<file path="config.mk">
export PLATFORM = sky130hd
export DESIGN_NAME = tinyqv_mem_responder
export DESIGN_NICKNAME = d
export VERILOG_FILES = /design/src/rtl/tinyqv_mem_pkg.sv /design/src/rtl/tinyqv_mem_array.sv /design/src/rtl/tinyqv_mem_responder.sv
export SDC_FILE = /design/constraint.sdc
export NUM_CORES = 2
export LEC_CHECK = 0
export ABC_AREA = 1
export CORE_MARGIN = 2
export CORE_UTILIZATION = 25
export CTS_BUF_LIST = sky130_fd_sc_hd__clkbuf_8
export DETAILED_ROUTE_END_ITERATION = 10
export SLEW_MARGIN = 0
export SYNTH_ARGS = -nofsm -noshare
export SYNTH_HDL_FRONTEND = slang
export SYNTH_HIERARCHICAL = 1
export SYNTH_SLANG_ARGS = --single-unit
</file>
<file path="constraint.sdc">
create_clock -name clk -period 2.6 [get_ports clk]
set_input_delay 0.39 -clock clk [delete_from_list [all_inputs] [get_ports clk]]
set_output_delay 0.39 -clock clk [all_outputs]
set_load 0.01 [all_outputs]
</file>
<file path="src/rtl/tinyqv_mem_pkg.sv">
// Shared definitions for the TinyQV nibble-serial memory responder:
// access size codes, responder state encoding and load-data alignment.
package tinyqv_mem_pkg;

    localparam logic [1:0] MEM_SIZE_BYTE = 2'b00;
    localparam logic [1:0] MEM_SIZE_HALF = 2'b01;
    localparam logic [1:0] MEM_SIZE_WORD = 2'b10;

    typedef enum logic [1:0] {
        IDLE = 2'd0,
        WAIT = 2'd1,
        SEND = 2'd2
    } resp_state_e;

    // Zero-extended, right-aligned load value; the core does any sign extension.
    function automatic logic [31:0] align_read(input logic [31:0] word,
                                               input logic [1:0]  size,
                                               input logic [1:0]  off);
        logic [31:0] shifted;
        shifted = '0;
        case (size)
            MEM_SIZE_BYTE: begin
                shifted = word >> {off, 3'b000};
                return {24'h0, shifted[7:0]};
            end
            MEM_SIZE_HALF: begin
                shifted = word >> {off[1], 4'b0000};
                return {16'h0, shifted[15:0]};
            end
            default: return word;
        endcase
    endfunction

endpackage

</file>
<file path="src/rtl/tinyqv_mem_array.sv">
// Byte-writable word storage with a registered read port; kept separate so it
// can be replaced by a hard SRAM macro.
module tinyqv_mem_array #(
    parameter int ADDR_BITS = 6
) (
    input  logic                 clk,
    input  logic [3:0]           we,
    input  logic [ADDR_BITS-1:0] waddr,
    input  logic [31:0]          wdata,
    input  logic                 re,
    input  logic [ADDR_BITS-1:0] raddr,
    output logic [31:0]          rdata
);

    logic [31:0] mem [2**ADDR_BITS];
    logic [31:0] rdata_q;

    always_ff @(posedge clk) begin
        for (int b = 0; b < 4; b++) begin
            if (we[b]) mem[waddr][8*b +: 8] <= wdata[8*b +: 8];
        end
        if (re) rdata_q <= mem[raddr];
    end

    assign rdata = rdata_q;

endmodule

</file>
<file path="src/rtl/tinyqv_mem_responder.sv">
// Memory-side responder for the TinyQV nibble-serial load/store interface.
//
//   state | meaning
//   IDLE  | no load outstanding; loads and stores accepted at counter==7
//   WAIT  | load accepted, counting down latency windows
//   SEND  | returning one 8-nibble window with load_data_ready high
module tinyqv_mem_responder
    import tinyqv_mem_pkg::*;
#(
    parameter int ADDR_BITS = 6,
    parameter int LATENCY   = 1
) (
    input  logic        clk,
    input  logic        rst,
    input  logic [2:0]  counter,
    input  logic [27:0] addr_in,
    input  logic        address_ready,
    input  logic        is_load,
    input  logic        is_store,
    input  logic [2:0]  mem_op,
    input  logic [3:0]  wdata_in,
    output logic [3:0]  rdata_out,
    output logic        load_data_ready,
    output logic        busy,
    output logic        err
);

    localparam logic [2:0] WAIT_INIT = 3'(LATENCY - 1);

    resp_state_e state_q, state_d;
    logic [2:0]  wait_cnt_q, wait_cnt_d;
    logic [1:0]  size_q, size_d;
    logic [1:0]  off_q, off_d;
    logic        oor_q, oor_d;
    logic        busy_q, busy_d;
    logic        ready_q, ready_d;
    logic        err_q, err_d;
    logic [31:0] cap_q, cap_d;

    logic        req, in_range, accept_load, accept_store;
    logic [3:0]  wr_be;
    logic [31:0] wr_data, rd_word, rd_aligned;
    logic        unused_op;

    assign unused_op = mem_op[2];

    assign req          = (counter == 3'd7) && address_ready && (is_load || is_store) && !rst;
    assign in_range     = (addr_in[27:ADDR_BITS+2] == '0);
    assign accept_load  = req && is_load && (state_q == IDLE);
    assign accept_store = req && !is_load && is_store && (state_q == IDLE) && in_range;

    // The committed store word includes the nibble arriving on this edge.
    assign cap_d = {wdata_in, cap_q[31:4]};
    assign err_d = req && ((state_q != IDLE) || !in_range);

    always_comb begin
        wr_be   = 4'b0000;
        wr_data = cap_d;
        if (accept_store) begin
            case (mem_op[1:0])
                MEM_SIZE_BYTE: begin
                    wr_be   = 4'b0001 << addr_in[1:0];
                    wr_data = {4{cap_d[7:0]}};
                end
                MEM_SIZE_HALF: begin
                    wr_be   = addr_in[1] ? 4'b1100 : 4'b0011;
                    wr_data = {2{cap_d[15:0]}};
                end
                default: wr_be = 4'b1111;
            endcase
        end
    end

    always_comb begin
        state_d    = state_q;
        wait_cnt_d = wait_cnt_q;
        size_d     = size_q;
        off_d      = off_q;
        oor_d      = oor_q;
        case (state_q)
            IDLE: begin
                if (accept_load) begin
                    size_d = mem_op[1:0];
                    off_d  = addr_in[1:0];
                    oor_d  = !in_range;
                    if (LATENCY == 1) begin
                        state_d = SEND;
                    end else begin
                        state_d    = WAIT;
                        wait_cnt_d = WAIT_INIT;
                    end
                end
            end
            WAIT: begin
                if (counter == 3'd7) begin
                    if (wait_cnt_q == 3'd1) state_d = SEND;
                    else                    wait_cnt_d = wait_cnt_q - 3'd1;
                end
            end
            SEND: begin
                if (counter == 3'd7) state_d = IDLE;
            end
            default: state_d = IDLE;
        endcase
        busy_d  = (state_d != IDLE);
        ready_d = (state_d == SEND);
    end

    always_ff @(posedge clk) begin
        if (rst) begin
            state_q    <= IDLE;
            wait_cnt_q <= '0;
            size_q     <= '0;
            off_q      <= '0;
            oor_q      <= 1'b0;
            busy_q     <= 1'b0;
            ready_q    <= 1'b0;
            err_q      <= 1'b0;
            cap_q      <= '0;
        end else begin
            state_q    <= state_d;
            wait_cnt_q <= wait_cnt_d;
            size_q     <= size_d;
            off_q      <= off_d;
            oor_q      <= oor_d;
            busy_q     <= busy_d;
            ready_q    <= ready_d;
            err_q      <= err_d;
            cap_q      <= cap_d;
        end
    end

    // Read at acceptance; the word then holds steady until SEND completes.
    tinyqv_mem_array #(.ADDR_BITS(ADDR_BITS)) u_array (
        .clk   (clk),
        .we    (wr_be),
        .waddr (addr_in[ADDR_BITS+1:2]),
        .wdata (wr_data),
        .re    (accept_load),
        .raddr (addr_in[ADDR_BITS+1:2]),
        .rdata (rd_word)
    );

    assign rd_aligned      = oor_q ? 32'h0 : align_read(rd_word, size_q, off_q);
    assign rdata_out       = ready_q ? rd_aligned[{counter, 2'b00} +: 4] : 4'h0;
    assign load_data_ready = ready_q;
    assign busy            = busy_q;
    assign err             = err_q;

endmodule
</file>
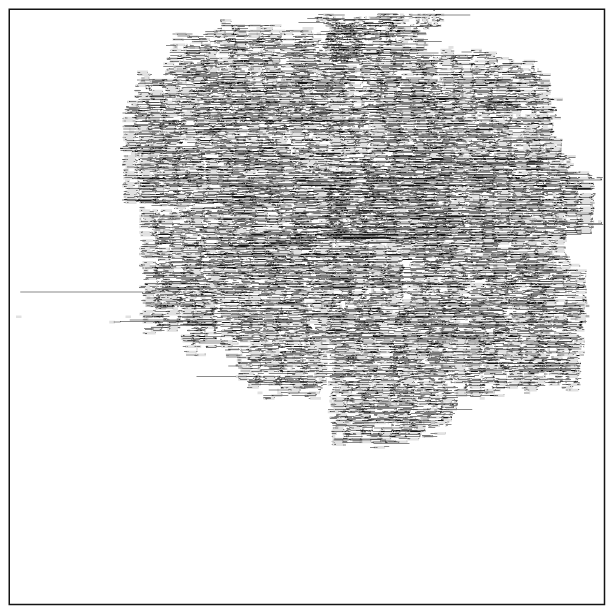
Figure 1: met1 routing.
Scale: 1 px per µm. Cells faint in the background.
main direction: horizontal
share of all routed wire: 42%
longest straight run: 135 µm
wire length on this layer: 107 mm
nets with wire on the layer: 7,644

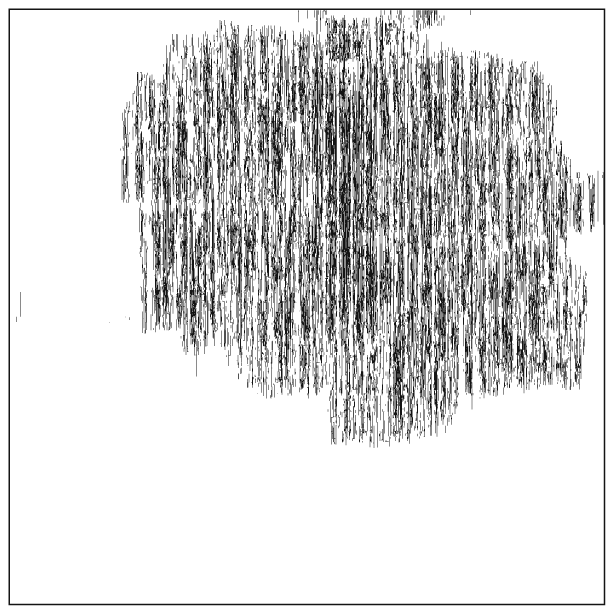
Figure 2: the metal 2 layer.
Scale: 1 px per µm.
wire length on this layer: 117 mm
longest straight run: 163 µm
nets with wire on the layer: 5,779

==> flow_metrics.py <==
# Auto-generated metrics
metrics = {
    "finish": {
        "drive_gt1_share_pct": 14.4,
        "final_area_um2": 104000,
        "antennaDiodeCount": 11,
        "comb-cell-share_pct": 20.1,
        "final_cell_mix": "2,469 x nand2_1, 2,080 x edfxtp_1, 1,920 x nand3_1",
        "register_area_um2": 63300,
        "comb_area_um2": 21000,
        "num-nonclk-inverters": 84,
        "logic_gate_count": 4861,
        "fill_cells": 34800,
    },
    "run_status": {
        "status": "finished, violations left",
        "violations": "negative setup slack",
    },
    "setup_path": {
        "rr_endpoint": "u_array/mem[2][10]$_DFFE_PP_",
        "required_ns": 2.21,
        "critPathLaunchType": "register",
        "path_max_fanout": 5,
        "critPathBufInv": 2,
    },
    "floorplanning": {
        "rows": 216,
        "io_pins": 50,
    },
    "yosys": {
        "ff_type": "edfxtp_1",
        "edf_count": 2080,
        "top_cells_by_area": "edfxtp_1 72%, nand3_1 11%, nand2_1 11%",
        "ys_async_sr_fraction_pct": 0,
        "yosys_warnings": 6,
        "syn-cell-area_um2": 86900,
        "seq_area_frac_synth_pct": 72.8,
    },
    "power_and_ir_drop": {
        "power-top-group": "registers",
        "p_total_w": 0.0685,
        "swShare_pct": 23.3,
    },
    "final_timing": {
        "period_used_pct": 106,
        "fin_ws_ns": -0.145,
        "report.final.slew_viol_count": 0,
        "relSlewSlack_pct": 44.9,
        "tightest_slew_ns": 0.826,
        "setup_violations": 4,
    },
    "clocking": {
        "clock-root-buffer": "clkbuf_8",
        "cts_tree": "built",
        "cts_resized": 37,
        "numCtsBuffers": 357,
        "cts_setup_buffers": 5,
    },
    "job": {
        "openroad.warnings": 31,
    },
    "place": {
        "place_inst": 12400,
        "io_buffers": 48,
    },
    "global_route": {
        "grt_pass1_vias": 56800,
    },
    "drt": {
        "drt_drc_violations_left": 0,
    },
}
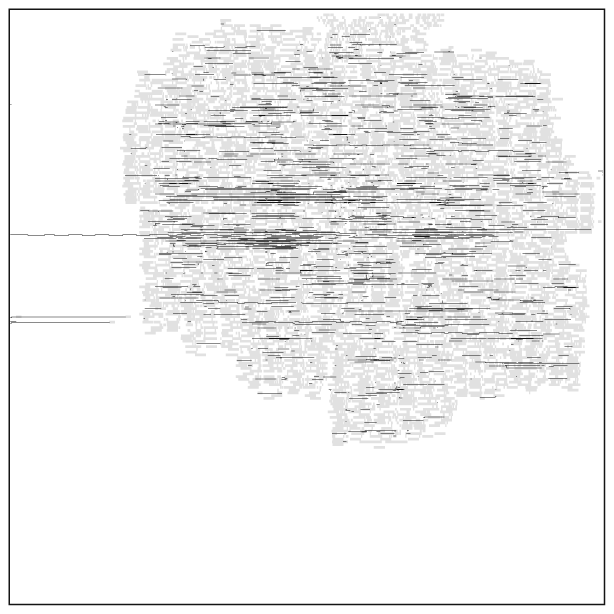
Figure 3: M3 wires.
Scale: 1 px per µm. Cells faint in the background.
longest straight run: 221 µm
main direction: horizontal

-- cells by family after synthesis --
kind of cell | synth area share (%)
simple gates | 23.5
flops | 72.8
buf+inv | 3.18
compound gates | 0.532
fa+ha+maj | 0.0288
-- state kept, by name, summed over array words and instances, names as in the netlist --
register,cells
load_data_ready,1
wait_cnt_q,3
size_q,2
cap_q,28
err,1
oor_q,1
u_array/rdata,32
state_q,2
u_array/mem,2048
off_q,2
busy,1
-- per-layer routing --
| metal | share of wire [%] | vias to the layer above | global-route usage [%] |
|---|---|---|---|
| met4 | 4.1 | 0 | 6.08 |
| li1 | - | 27900 | - |
| met3 | 8.0 | 506 | 2.86 |
| met2 | 46 | 2324 | 22.1 |
| met1 | 42 | 29000 | 18.5 |
| met5 | 0 | - | 0 |
Power and IR drop assume default switching activity.
